Fig. 1: sizing map
The bar under the picture is 20 um long.
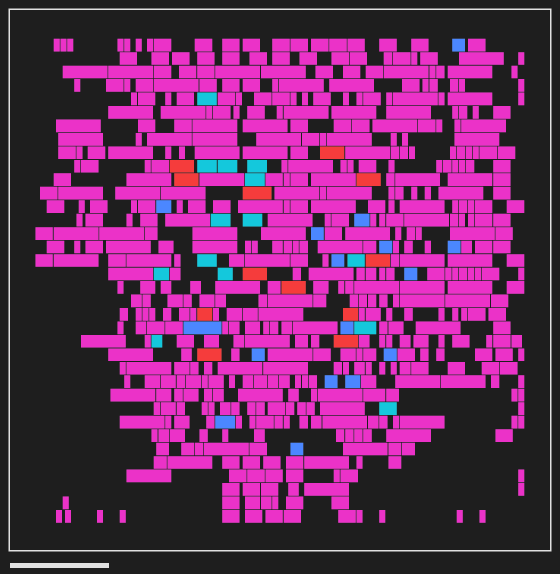
Fig. 2: metal 2
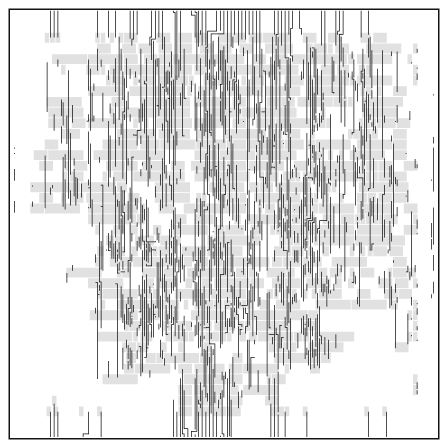
## config.mk

```make
export PLATFORM = sky130hd
export DESIGN_NAME = jvs_node_info_sequencer
export DESIGN_NICKNAME = d
export VERILOG_FILES = /design/src/rtl/jvs_node_info_pkg.sv /design/src/rtl/jvs_node_info_sequencer_timeout.sv /design/src/rtl/jvs_node_info_sequencer.sv
export SDC_FILE = /design/constraint.sdc
export NUM_CORES = 1
export LEC_CHECK = 0
export CORE_MARGIN = 5
export CORE_UTILIZATION = 48
export CTS_BUF_LIST = sky130_fd_sc_hd__clkbuf_8 sky130_fd_sc_hd__clkbuf_16
export DETAILED_ROUTE_END_ITERATION = 10
export PLACE_DENSITY = 0.8
export SLEW_MARGIN = 20
export SYNTH_ARGS = -nofsm -noshare
export SYNTH_HDL_FRONTEND = slang
export SYNTH_SLANG_ARGS = --single-unit
```

## constraint.sdc

```tcl
create_clock -name i_clk -period 2.8 [get_ports i_clk]
set_input_delay 0.56 -clock i_clk [delete_from_list [all_inputs] [get_ports i_clk]]
set_output_delay 0.56 -clock i_clk [all_outputs]
set_load 0.05 [all_outputs]
```

## src/rtl/jvs_node_info_pkg.sv

```systemverilog
// Shared types and constants for the JVS node information sequencer.
// The record layout is consumed directly by the debugger register block.
package jvs_node_info_pkg;

  localparam int MAX_JVS_NODES = 2;

  localparam logic [7:0] JVS_CMD_CMDREV    = 8'h11;
  localparam logic [7:0] JVS_CMD_JVSREV    = 8'h12;
  localparam logic [7:0] JVS_CMD_COMMVER   = 8'h13;
  localparam logic [7:0] JVS_STATUS_NORMAL = 8'h01;
  localparam logic [7:0] JVS_REPORT_NORMAL = 8'h01;

  typedef struct packed {
    logic [MAX_JVS_NODES-1:0][7:0] node_id;
    logic [MAX_JVS_NODES-1:0][7:0] node_cmd_ver;
    logic [MAX_JVS_NODES-1:0][7:0] node_jvs_ver;
    logic [MAX_JVS_NODES-1:0][7:0] node_com_ver;
  } jvs_node_info_t;

  typedef enum logic [2:0] {
    ST_IDLE  = 3'd0,
    ST_ISSUE = 3'd1,
    ST_WAIT  = 3'd2,
    ST_STORE = 3'd3,
    ST_DONE  = 3'd4
  } seq_state_t;

  function automatic logic [7:0] next_cmd(input logic [7:0] cmd);
    logic [7:0] nxt;
    case (cmd)
      JVS_CMD_CMDREV: nxt = JVS_CMD_JVSREV;
      JVS_CMD_JVSREV: nxt = JVS_CMD_COMMVER;
      default:        nxt = JVS_CMD_CMDREV;
    endcase
    return nxt;
  endfunction

endpackage

```

## src/rtl/jvs_node_info_sequencer_timeout.sv

```systemverilog
// Response timeout counter: cleared on each command handshake, counts while
// waiting, saturates at all ones and flags expiry on the last allowed cycle.
module jvs_rsp_timeout #(
  parameter int               WIDTH = 8,
  parameter logic [WIDTH-1:0] LAST  = '1
) (
  input  logic clk,
  input  logic rst_n,
  input  logic clear,
  input  logic enable,
  output logic expire
);

  logic [WIDTH-1:0] count_r;

  // Saturating wait-cycle counter
  always_ff @(posedge clk or negedge rst_n) begin
    if (!rst_n) begin
      count_r <= '0;
    end else if (clear) begin
      count_r <= '0;
    end else if (enable && (count_r != {WIDTH{1'b1}})) begin
      count_r <= count_r + WIDTH'(1);
    end
  end

  assign expire = enable && (count_r == LAST);

endmodule

```

## src/rtl/jvs_node_info_sequencer.sv

```systemverilog
// Walks every addressed JVS node, issuing CMDREV/JVSREV/COMMVER with retry on
// bad or missing replies, and fills the node information record.
module jvs_node_info_sequencer
  import jvs_node_info_pkg::*;
#(
  parameter int          MAX_NODES   = MAX_JVS_NODES,
  parameter logic [23:0] TIMEOUT_CYC = 24'd5_000_000,
  parameter int          MAX_RETRY   = 2
) (
  input  logic           i_clk,
  input  logic           i_rst_n,
  input  logic           i_start,
  input  logic [7:0]     i_node_count,
  output logic           o_cmd_valid,
  input  logic           i_cmd_ready,
  output logic [7:0]     o_cmd_addr,
  output logic [7:0]     o_cmd_code,
  input  logic           i_rsp_valid,
  input  logic [7:0]     i_rsp_status,
  input  logic [7:0]     i_rsp_report,
  input  logic [7:0]     i_rsp_data,
  output jvs_node_info_t o_node_info,
  output logic           o_busy,
  output logic           o_done,
  output logic           o_error,
  output logic [7:0]     o_fail_node
);

  localparam int TW = $clog2(TIMEOUT_CYC);
  localparam int RW = (MAX_RETRY > 0) ? $clog2(MAX_RETRY + 1) : 1;
  localparam int NW = (MAX_NODES > 1) ? $clog2(MAX_NODES) : 1;
  localparam logic [TW-1:0] TMO_LAST    = TW'(TIMEOUT_CYC - 24'd1);
  localparam logic [RW-1:0] MAX_RETRY_R = RW'(MAX_RETRY);
  localparam logic [7:0]    MAX_NODES_B = 8'(MAX_NODES);

  seq_state_t     state_r, state_next;
  logic [NW-1:0]  node_r, last_r;
  logic [7:0]     cmd_r, data_r, fail_node_r;
  logic [RW-1:0]  retry_r;
  logic           ok_r, error_r, cmd_valid_r, busy_r, done_r;
  jvs_node_info_t info_r;

  logic [7:0]     n_s;
  logic           start_s, hs_s, good_s, retry_s, fail_s, expire_s;

  jvs_rsp_timeout #(.WIDTH(TW), .LAST(TMO_LAST)) u_timeout (
    .clk    (i_clk),
    .rst_n  (i_rst_n),
    .clear  (hs_s),
    .enable (state_r == ST_WAIT),
    .expire (expire_s)
  );

  // State register
  always_ff @(posedge i_clk or negedge i_rst_n) begin
    if (!i_rst_n) state_r <= ST_IDLE;
    else          state_r <= state_next;
  end

  // Next-state decode; a response arriving on the expiry cycle takes priority
  always_comb begin
    state_next = state_r;
    start_s    = 1'b0;
    hs_s       = 1'b0;
    good_s     = 1'b0;
    retry_s    = 1'b0;
    fail_s     = 1'b0;
    n_s        = (i_node_count > MAX_NODES_B) ? MAX_NODES_B : i_node_count;
    case (state_r)
      ST_IDLE, ST_DONE: begin
        if (i_start) begin
          start_s    = 1'b1;
          state_next = (n_s == 8'd0) ? ST_DONE : ST_ISSUE;
        end else begin
          state_next = state_r;
        end
      end
      ST_ISSUE: begin
        if (cmd_valid_r && i_cmd_ready) begin
          hs_s       = 1'b1;
          state_next = ST_WAIT;
        end else begin
          state_next = ST_ISSUE;
        end
      end
      ST_WAIT: begin
        if (i_rsp_valid && (i_rsp_status == JVS_STATUS_NORMAL) &&
            (i_rsp_report == JVS_REPORT_NORMAL)) begin
          good_s     = 1'b1;
          state_next = ST_STORE;
        end else if (i_rsp_valid || expire_s) begin
          if (retry_r < MAX_RETRY_R) begin
            retry_s    = 1'b1;
            state_next = ST_ISSUE;
          end else begin
            fail_s     = 1'b1;
            state_next = ST_STORE;
          end
        end else begin
          state_next = ST_WAIT;
        end
      end
      ST_STORE: begin
        if ((node_r == last_r) && (cmd_r == JVS_CMD_COMMVER)) state_next = ST_DONE;
        else                                                  state_next = ST_ISSUE;
      end
      default: state_next = ST_IDLE;
    endcase
  end

  // Datapath: record, progress counters and registered status outputs
  always_ff @(posedge i_clk or negedge i_rst_n) begin
    if (!i_rst_n) begin
      node_r      <= '0;
      last_r      <= '0;
      cmd_r       <= 8'h00;
      data_r      <= 8'h00;
      retry_r     <= '0;
      ok_r        <= 1'b0;
      error_r     <= 1'b0;
      fail_node_r <= 8'h00;
      info_r      <= '0;
      cmd_valid_r <= 1'b0;
      busy_r      <= 1'b0;
      done_r      <= 1'b0;
    end else begin
      cmd_valid_r <= (state_next == ST_ISSUE);
      busy_r      <= (state_next == ST_ISSUE) || (state_next == ST_WAIT) ||
                     (state_next == ST_STORE);
      done_r      <= (state_next == ST_DONE);
      if (start_s) begin
        info_r      <= '0;
        error_r     <= 1'b0;
        fail_node_r <= 8'h00;
        last_r      <= NW'(n_s - 8'd1);
        node_r      <= '0;
        cmd_r       <= JVS_CMD_CMDREV;
        retry_r     <= '0;
        if (n_s != 8'd0) info_r.node_id[0] <= 8'h01;
      end else if (state_r == ST_WAIT) begin
        if (good_s) begin
          data_r <= i_rsp_data;
          ok_r   <= 1'b1;
        end else if (fail_s) begin
          ok_r   <= 1'b0;
        end else if (retry_s) begin
          retry_r <= retry_r + RW'(1);
        end
      end else if (state_r == ST_STORE) begin
        retry_r <= '0;
        if (ok_r) begin
          case (cmd_r)
            JVS_CMD_CMDREV:  info_r.node_cmd_ver[node_r] <= data_r;
            JVS_CMD_JVSREV:  info_r.node_jvs_ver[node_r] <= data_r;
            JVS_CMD_COMMVER: info_r.node_com_ver[node_r] <= data_r;
            default:         ;
          endcase
        end else begin
          error_r <= 1'b1;
          if (fail_node_r == 8'h00) fail_node_r <= 8'(node_r) + 8'd1;
        end
        if (cmd_r == JVS_CMD_COMMVER) begin
          cmd_r <= JVS_CMD_CMDREV;
          if (state_next != ST_DONE) begin
            node_r                       <= node_r + NW'(1);
            info_r.node_id[node_r + NW'(1)] <= 8'(node_r) + 8'd2;
          end
        end else begin
          cmd_r <= next_cmd(cmd_r);
        end
      end
    end
  end

  assign o_cmd_valid = cmd_valid_r;
  assign o_cmd_addr  = 8'(node_r) + 8'd1;
  assign o_cmd_code  = cmd_r;
  assign o_node_info = info_r;
  assign o_busy      = busy_r;
  assign o_done      = done_r;
  assign o_error     = error_r;
  assign o_fail_node = fail_node_r;

endmodule

```

==> flow_metrics.env <==
# source this file to load flow results
export IMPL_status="complete, no violations"
export IMPL_logic_gate_count=337
export IMPL_pwr_share_clk=0.249
export IMPL_drtIter0Drc=205
export IMPL_critPathLaunchType="register"
export IMPL_cts_tree="done"
export IMPL_crit_chain="inv_1 -> clkdlybuf4s50_1"
export IMPL_route_antenna_remaining_nets=0
export IMPL_htreeDepth=3
export IMPL_combPwrFrac=0.276
export IMPL_grt_usage=0.193
export IMPL_n_all_buffers=108
export IMPL_synth_cell_type_count=53
export IMPL_worstSetupStartpoint="node_r"
export IMPL_insertion_delay_ps=360
export IMPL_drtPass1Iterations=4
export IMPL_core_region_area_mm2=0.00968
export IMPL_reg2reg_to="u_timeout.count_r[10]"
export IMPL_crit_arrival_ps=1910
export IMPL_dr_wl_met2_um=5640
export IMPL_top_area_frac=0.526
export IMPL_cts_resized=0
export IMPL_ioPinCount=129
export IMPL_fin_util=0.610
export IMPL_warning_count=26
export IMPL_ff_type="dfrtp_1"
export IMPL_setup_viol=0
export IMPL_setup_tns_ps=0
export IMPL_syn_avg_cell_area_um2=10.1
export IMPL_cp_slowest_stage_delay_ps=840
export IMPL_cp_num_cells=2
export IMPL_critPathTopFamily="buffers and inverters"
export IMPL_routedWlPerCell_um=15.9
export IMPL_ir_drop_uv=348
export IMPL_clk_path_buf_depth=2
export IMPL_fin_ws_ps=331
## Picture notes: Fig. 1
red -> x6 and larger  # cells 12
blue -> x3 and x4  # cells 16
magenta -> x1 and smaller  # cells 527
cyan -> x2  # cells 14

## Picture notes: Fig. 2
longest straight run = 38.9 um
share of all routed wire = 51%
main direction = vertical
wire length on this layer = 5640 um
nets with wire on the layer = 510

